**Run 1: logic cells by family**

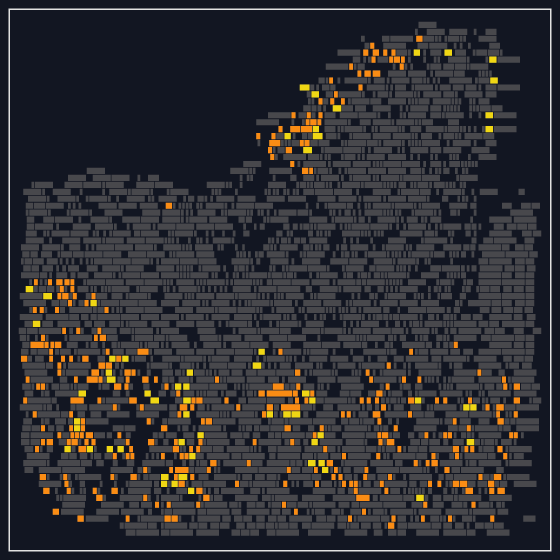
**Run 1: nets reached from selected ports**

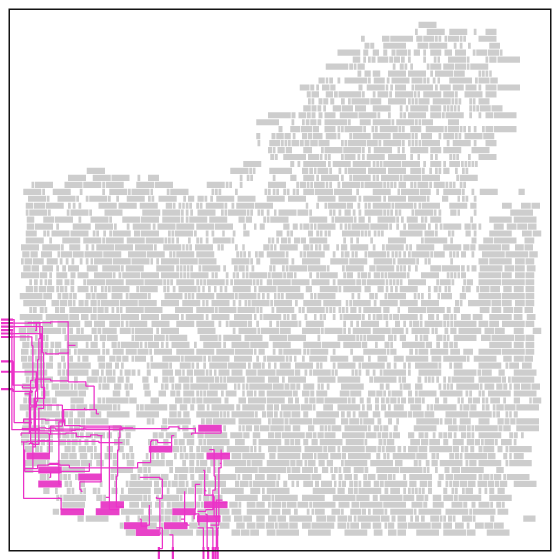
**Run 1: wiring by layer**

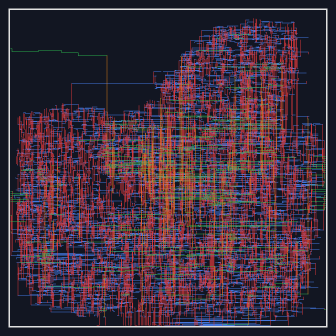
## src/rtl/pid_cal_unit.sv

```systemverilog
// pid_cal_unit: incremental (velocity-form) PID calculator, Q1.15 in/out.
// One sample per enable strobe:
//   out += (Kp*(e-e1) + Ki*e + Kd*(e-2*e1+e2)) >>> 15, saturated to +/-32767.
// A single multiplier is time-shared across the P, I and D product states.
// Build option: define PID_D_TERM_EN to include the derivative path
// (MUL_D state, e2 history, Kd). Without it Kd is ignored and latency is 5.
module pid_cal_unit #(
  parameter int DATA_WIDTH = 16
) (
  input  logic                         sys_clk,
  input  logic                         reset_n,
  input  logic                         pid_cal_enable_in,
  input  logic signed [DATA_WIDTH-1:0] pid_param_p_in,
  input  logic signed [DATA_WIDTH-1:0] pid_param_i_in,
  input  logic signed [DATA_WIDTH-1:0] pid_param_d_in,
  input  logic signed [DATA_WIDTH-1:0] set_value_in,
  input  logic signed [DATA_WIDTH-1:0] detect_value_in,
  output logic signed [DATA_WIDTH-1:0] pid_cal_value_out,
  output logic                         pid_cal_done_out
);

  localparam int E_W    = DATA_WIDTH + 1;         // error e
  localparam int DP_W   = DATA_WIDTH + 2;         // e - e1
  localparam int DD_W   = DATA_WIDTH + 3;         // e - 2*e1 + e2
  localparam int PROD_W = DATA_WIDTH + DD_W;      // gain * widest difference
  localparam int SUM_W  = 2 * DATA_WIDTH + 8;     // three products, with headroom
  localparam int ACC_W  = DATA_WIDTH + 8;         // out + delta
  localparam int FRAC   = DATA_WIDTH - 1;

  localparam logic signed [ACC_W-1:0] ACC_MAX = ACC_W'(2 ** (DATA_WIDTH - 1) - 1);
  localparam logic signed [ACC_W-1:0] ACC_MIN = -ACC_MAX;

  typedef enum logic [2:0] {
    S_IDLE,
    S_ERR,
    S_MUL_P,
    S_MUL_I,
`ifdef PID_D_TERM_EN
    S_MUL_D,
`endif
    S_ACC,
    S_DONE
  } state_t;

  state_t state_q, state_d;

  // Latched sample
  logic signed [DATA_WIDTH-1:0] kp_q, ki_q, set_q, detect_q;
  // Error terms and history
  logic signed [E_W-1:0]        e_q, e1_q;
  logic signed [DP_W-1:0]       dp_q;
  // Arithmetic pipeline
  logic signed [SUM_W-1:0]      sum_q;
  logic signed [ACC_W-1:0]      acc_q;
  logic signed [DATA_WIDTH-1:0] out_q;
  logic                         done_q;

  // Combinational datapath
  logic signed [E_W-1:0]        e_next;
  logic signed [DP_W-1:0]       dp_next;
  logic signed [DATA_WIDTH-1:0] mul_a;
  logic signed [DD_W-1:0]       mul_b;
  logic signed [PROD_W-1:0]     prod;
  logic signed [ACC_W-1:0]      acc_next;
  logic signed [DATA_WIDTH-1:0] sat_value;

`ifdef PID_D_TERM_EN
  logic signed [DATA_WIDTH-1:0] kd_q;
  logic signed [E_W-1:0]        e2_q;
  logic signed [DD_W-1:0]       dd_q;
  logic signed [DD_W-1:0]       dd_next;
`else
  // Kd has no use when the derivative path is not built.
  logic unused_d_gain;
  assign unused_d_gain = ^pid_param_d_in;
`endif

  // State register
  always_ff @(posedge sys_clk or negedge reset_n) begin
    if (!reset_n) state_q <= S_IDLE;
    else          state_q <= state_d;
  end

  // Next-state sequencing; enable only matters in IDLE, so strobes while busy are dropped
  always_comb begin
    // NOTE: every variable written here gets a default first, so no path can infer a latch.
    state_d = state_q;
    case (state_q)
      S_IDLE:  if (pid_cal_enable_in) state_d = S_ERR;
      S_ERR:   state_d = S_MUL_P;
      S_MUL_P: state_d = S_MUL_I;
`ifdef PID_D_TERM_EN
      S_MUL_I: state_d = S_MUL_D;
      S_MUL_D: state_d = S_ACC;
`else
      S_MUL_I: state_d = S_ACC;
`endif
      S_ACC:   state_d = S_DONE;
      S_DONE:  state_d = S_IDLE;
      default: state_d = S_IDLE;
    endcase
  end

  // Shared multiplier operand select: one gain/difference pair per product state
  always_comb begin
    mul_a = '0;
    mul_b = '0;
    case (state_q)
      S_MUL_P: begin mul_a = kp_q; mul_b = DD_W'(dp_q); end
      S_MUL_I: begin mul_a = ki_q; mul_b = DD_W'(e_q);  end
`ifdef PID_D_TERM_EN
      S_MUL_D: begin mul_a = kd_q; mul_b = dd_q;        end
`endif
      default: begin mul_a = '0;   mul_b = '0;          end
    endcase
  end

  assign prod = PROD_W'(mul_a) * PROD_W'(mul_b);

  // Error and difference terms; the error is intentionally not saturated
  assign e_next  = E_W'(set_q) - E_W'(detect_q);
  assign dp_next = DP_W'(e_next) - DP_W'(e1_q);
`ifdef PID_D_TERM_EN
  assign dd_next = DD_W'(e_next) - (DD_W'(e1_q) <<< 1) + DD_W'(e2_q);
`endif

  // Arithmetic shift floors toward -inf; delta always fits in ACC_W
  assign acc_next = ACC_W'(out_q) + ACC_W'(sum_q >>> FRAC);

  // Clamp symmetrically to +/-(2^(W-1)-1)
  assign sat_value = (acc_q > ACC_MAX) ? DATA_WIDTH'(ACC_MAX) :
                     (acc_q < ACC_MIN) ? DATA_WIDTH'(ACC_MIN) :
                                         DATA_WIDTH'(acc_q);

  // Datapath registers: latch, difference, accumulate products, update output/history
  always_ff @(posedge sys_clk or negedge reset_n) begin
    if (!reset_n) begin
      kp_q     <= '0;
      ki_q     <= '0;
      set_q    <= '0;
      detect_q <= '0;
      e_q      <= '0;
      e1_q     <= '0;
      dp_q     <= '0;
      sum_q    <= '0;
      acc_q    <= '0;
      out_q    <= '0;
      done_q   <= 1'b0;
`ifdef PID_D_TERM_EN
      kd_q     <= '0;
      e2_q     <= '0;
      dd_q     <= '0;
`endif
    end else begin
      // NOTE: non-blocking assignments so every register samples pre-edge values,
      // e.g. e2 takes the old e1 while e1 takes e in the same DONE cycle.
      done_q <= (state_q == S_DONE);
      case (state_q)
        S_IDLE: begin
          if (pid_cal_enable_in) begin
            kp_q     <= pid_param_p_in;
            ki_q     <= pid_param_i_in;
            set_q    <= set_value_in;
            detect_q <= detect_value_in;
`ifdef PID_D_TERM_EN
            kd_q     <= pid_param_d_in;
`endif
          end
        end
        S_ERR: begin
          e_q   <= e_next;
          dp_q  <= dp_next;
          sum_q <= '0;
`ifdef PID_D_TERM_EN
          dd_q  <= dd_next;
`endif
        end
        S_MUL_P, S_MUL_I: sum_q <= sum_q + SUM_W'(prod);
`ifdef PID_D_TERM_EN
        S_MUL_D:          sum_q <= sum_q + SUM_W'(prod);
`endif
        S_ACC:  acc_q <= acc_next;
        S_DONE: begin
          out_q <= sat_value;
          e1_q  <= e_q;
`ifdef PID_D_TERM_EN
          e2_q  <= e1_q;
`endif
        end
        default: ;
      endcase
    end
  end

  assign pid_cal_value_out = out_q;
  assign pid_cal_done_out  = done_q;

endmodule

```

## config.mk

```make
export PLATFORM = sky130hd
export DESIGN_NAME = pid_cal_unit
export DESIGN_NICKNAME = d
export VERILOG_FILES = /design/src/rtl/pid_cal_unit.sv
export SDC_FILE = /design/constraint.sdc
export NUM_CORES = 1
export LEC_CHECK = 0
export CORE_MARGIN = 3
export CORE_UTILIZATION = 55
export CTS_CLUSTER_SIZE = 30
export DETAILED_ROUTE_END_ITERATION = 7
export HOLD_SLACK_MARGIN = 0.03
export PLACE_DENSITY = 0.84
export SLEW_MARGIN = 20
export SYNTH_ARGS = -nofsm -noshare
export SYNTH_HDL_FRONTEND = slang
export SYNTH_SLANG_ARGS = --single-unit
```

## constraint.sdc

```tcl
create_clock -name sys_clk -period 8.2 [get_ports sys_clk]
set_input_delay 0.82 -clock sys_clk [delete_from_list [all_inputs] [get_ports sys_clk]]
set_output_delay 0.82 -clock sys_clk [all_outputs]
set_load 0.01 [all_outputs]
```

==> results.py, run 1 <==
# Metrics from the implementation run
metrics = {
    "layout": {
        "fin_nets": 3163,
        "largest_class": "combinational gates",
        "sh_seq_area_pct": 19.6,
        "buffers_excl_clock": 156,
        "antenna_cells": 0,
        "largest_register": "sum_q",
        "layout_top_cells": "inv_1 (445), fa_1 (351), nand2_1 (343)",
        "largest_register_ffs": 39,
        "seq_area_mm2": 0.00498,
        "final_util_pct": 61.8,
        "clockNetworkAreaShare_pct": 2.26,
        "finalInstanceArea_mm2": 0.0255,
        "area_growth_pct": 10.0,
    },
    "worst_setup_path": {
        "crit_buf_inv": 5,
        "cp_slowest_cell": "fa_1",
        "cpLargestDelayFamily": "adder cells",
        "required_ns": 8.55,
        "cpMostUsedCell": "fa_1",
        "path_class": "flip-flop to flip-flop",
        "cp-startpoint": "state_q[2]",
        "crit_path_end_kind": "flip-flop",
        "cpPeakStageDelay_ns": 0.55,
    },
    "clock_tree": {
        "clk_pin_slew_ns": 0.09,
        "hold_buffers": 0,
        "clockRootBuffer": "clkbuf_16",
        "cts_buffer_depth": 2,
        "numCtsBuffers": 17,
        "cts_resized": 0,
    },
    "detailed_routing": {
        "drt-initial-drc-count": 1286,
        "ant_nets": 0,
    },
    "yosys": {
        "topCellsByArea": "fa_1 (30%), dfrtp_1 (22%), ha_1 (9.1%)",
        "ys_ff": 199,
        "edf_count": 0,
        "ys_types": 81,
        "synth_cells": 2475,
        "largest_area_cell": "fa_1",
        "mux_area_share_pct": 4.59,
        "ys_sh_xor_pct": 2.95,
        "synthArstFlopShare_pct": 100,
        "syn_area_mm2": 0.0232,
        "ys_seq_share_pct": 21.5,
        "top_area_share_pct": 30.3,
        "ys_dominant_reg_cell": "dfrtp_1",
        "simple_gate_share_pct": 12.7,
    },
    "run": {
        "maxCapViolCount": 0,
        "tool_warnings": 43,
    },
    "final_timing": {
        "rsz0062_at_grt": "false",
        "setup_slack_ns": 0.315,
        "period_used_pct": 96.2,
        "holdWs_ns": 0.304,
        "finalHoldViolations": 0,
        "max_freq_ghz": 0.127,
        "finalClockSkew_ns": 0.0230,
        "finalMaxSlewViolations": 0,
        "final-setup-viol-count": 0,
    },
    "floorplan": {
        "rows": 74,
        "coreArea_mm2": 0.0412,
        "initial_core_util_pct": 56.2,
    },
    "place": {
        "pre_cts_slack_ns": 0.411,
        "hpwl_mm": 47.8,
        "dpl.cell_count": 3071,
    },
    "grt": {
        "grt_pass1_vias": 19270,
    },
    "run_status": {
        "status": "complete, no violations",
    },
}
## Picture notes: 'logic cells by family'
| color | family | cells | most used | where |
|---|---|---|---|---|
| yellow | AND-OR and OR-AND gates | 60 | a21o_1 | spread over the die |
| orange | inverting AOI/OAI gates | 297 | o21ai_0 | spread over the die |
logic share of the area: 63.5%
final cell count without fillers: 3104

## Picture notes: 'nets reached from selected ports'
| color | port | bits | direction | edge | end cells | buffers | wire |
|---|---|---|---|---|---|---|---|
| magenta | pid_cal_value_out | 16 | output | 9 west, 7 south | 16 | 16 | 1400 um |
PortBufs: 83
io pins: 100

## Picture notes: 'wiring by layer'
| color | layer | wire length |
|---|---|---|
| orange | met4 | 2880 um |
| red | met2 | 28.8 mm |
| green | met3 | 3950 um |
| blue | met1 | 23.5 mm |
DRT Wirelength: 59.2 mm
total global routing track utilization: 28.1%

run 1: metal layers:
layer | share of wire (%) | track usage [%] | vias to the layer above
met5 | 0 | 0 | -
met4 | 4.9 | 12.6 | 0
met3 | 6.7 | 5.58 | 172
met2 | 49 | 47.0 | 653
met1 | 40 | 35.8 | 8895
li1 | - | - | 8007
run 1: path summary, 6_finish.rpt:
| kind | to | slack, ns | cells after the start |
|---|---|---|---|
| worst min-delay path | set_q[15] | 0.30 | 1 |
| worst min register to register | dp_q[3] | 0.48 | 2 |
| worst max register to register | sum_q[35] | 0.31 | 24 |
| min in group sys_clk | dp_q[3] | 0.48 | 2 |
| max in group asynchronous | state_q[0] | 6.52 | 2 |
| worst max-delay path | sum_q[35] | 0.31 | 24 |
==> inputs of run 2 (changes only) <==
Clock period 8.2 ns to 7.5 ns, I/O delays scaled along.
==> run 2 against run 1 <==
Synthesized area is the same. Sequential share of layout area shrank 0.51 points. Clock skew shrank 0.0091 ns. Fmax grew 8.6%. Sequential cell count is the same. Via count grew 2.7%. Critical path depth shrank 1. Largest cell class unchanged. Final area grew 2.7%.
==> results.py, run 2 <==
# Metrics from the implementation run
metrics = {
    "worst_setup_path": {
        "crit_path_end_kind": "flip-flop",
        "rrSetupSlack_ns": 0.24,
        "path_class": "flip-flop to flip-flop",
        "crit_buf_inv": 4,
        "required_ns": 7.88,
        "cpMostUsedCell": "fa_1",
    },
    "place": {
        "hpwl_mm": 50.5,
    },
    "grt": {
        "top_usage_layer": "met2",
        "grt_pass1_vias": 19471,
        "grtUsageMet1_pct": 35.9,
        "grt_usage_pct": 29.0,
    },
    "final_timing": {
        "setup_slack_ns": 0.237,
        "period_used_pct": 96.8,
        "max_freq_ghz": 0.138,
        "finalClockSkew_ns": 0.0139,
        "final-setup-viol-count": 0,
    },
    "floorplan": {
        "coreArea_mm2": 0.0412,
        "initial_core_util_pct": 56.2,
        "ioPinCount": 100,
        "rows": 74,
    },
    "layout": {
        "finalInstanceArea_mm2": 0.0262,
        "final_util_pct": 63.5,
        "largest_register": "sum_q",
        "fin_nets": 3236,
        "largest_register_ffs": 39,
        "final_cells": 3178,
        "area_growth_pct": 13.0,
        "layout_top_cells": "inv_1 (445), fa_1 (348), nand2_1 (340)",
    },
    "yosys": {
        "mux_area_share_pct": 4.59,
        "syn_area_mm2": 0.0232,
        "ys_sh_xor_pct": 2.95,
        "ys_seq_share_pct": 21.5,
        "ys_dominant_reg_cell": "dfrtp_1",
        "ys_ff": 199,
        "topCellsByArea": "fa_1 (30%), dfrtp_1 (22%), ha_1 (9.1%)",
        "synthArstFlopShare_pct": 100,
        "edf_count": 0,
        "simple_gate_share_pct": 12.7,
        "largest_area_cell": "fa_1",
        "ys_types": 81,
    },
    "clock_tree": {
        "hold_buffers": 0,
        "clockRootBuffer": "clkbuf_16",
        "cts_resized": 0,
    },
    "detailed_routing": {
        "wl_met1_mm": 23.8,
        "met3_length_mm": 4.03,
        "ant_nets": 0,
        "highest_layer": "met4",
    },
    "run": {
        "tool_warnings": 43,
    },
    "run_status": {
        "status": "complete, no violations",
    },
}
## run 2: worst max-delay path by stage
| stage | start | endpoint | slack (ns) | cells after the start |
|---|---|---|---|---|
| after CTS | state_q[0] | sum_q[33] | 0.02 | 27 |
| after floorplan | state_q[0] | sum_q[25] | 0.11 | 28 |
| final | state_q[0] | sum_q[36] | 0.24 | 23 |
| after detailed placement | state_q[0] | sum_q[33] | 0.12 | 27 |
| after global routing | state_q[0] | sum_q[36] | -0.005 | 26 |
| after global placement | state_q[0] | sum_q[35] | 0.25 | 25 |
## run 2: final cells by class
cell class                      instances  area [um2]
Clock buffer                           21         470
Clock inverter                         11         105
Fill cell                            3167       15000
Inverter                              445        1670
Multi-Input combinational cell       1740       16200
Sequential cell                       199        4980
Tap cell                              532         666
Timing Repair Buffer                  230        2020
**Run 2: nets reached from selected ports**

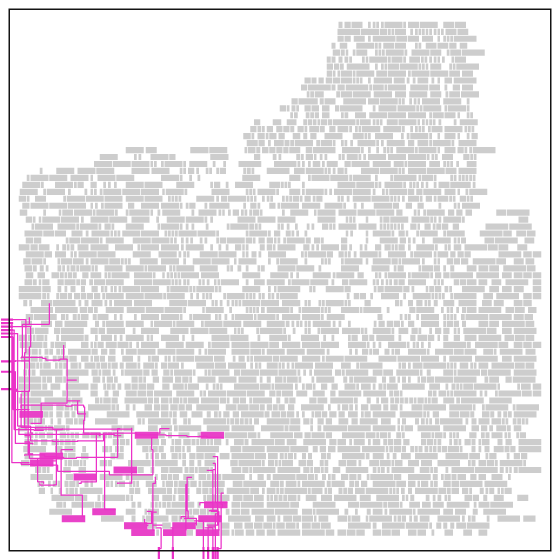
| color | port | bits | direction | edge | end cells | buffers | wire |
|---|---|---|---|---|---|---|---|
| magenta | pid_cal_value_out | 16 | output | 9 west, 7 south | 16 | 16 | 1320 um |

**Run 2: clock routing**

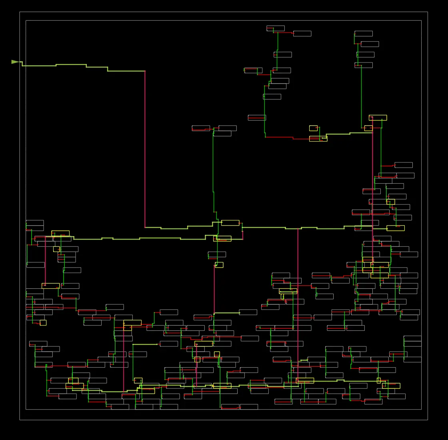
CTS buffer count: 17
Late-Pin Clk Latency: 0.50 ns
seq_cells: 199

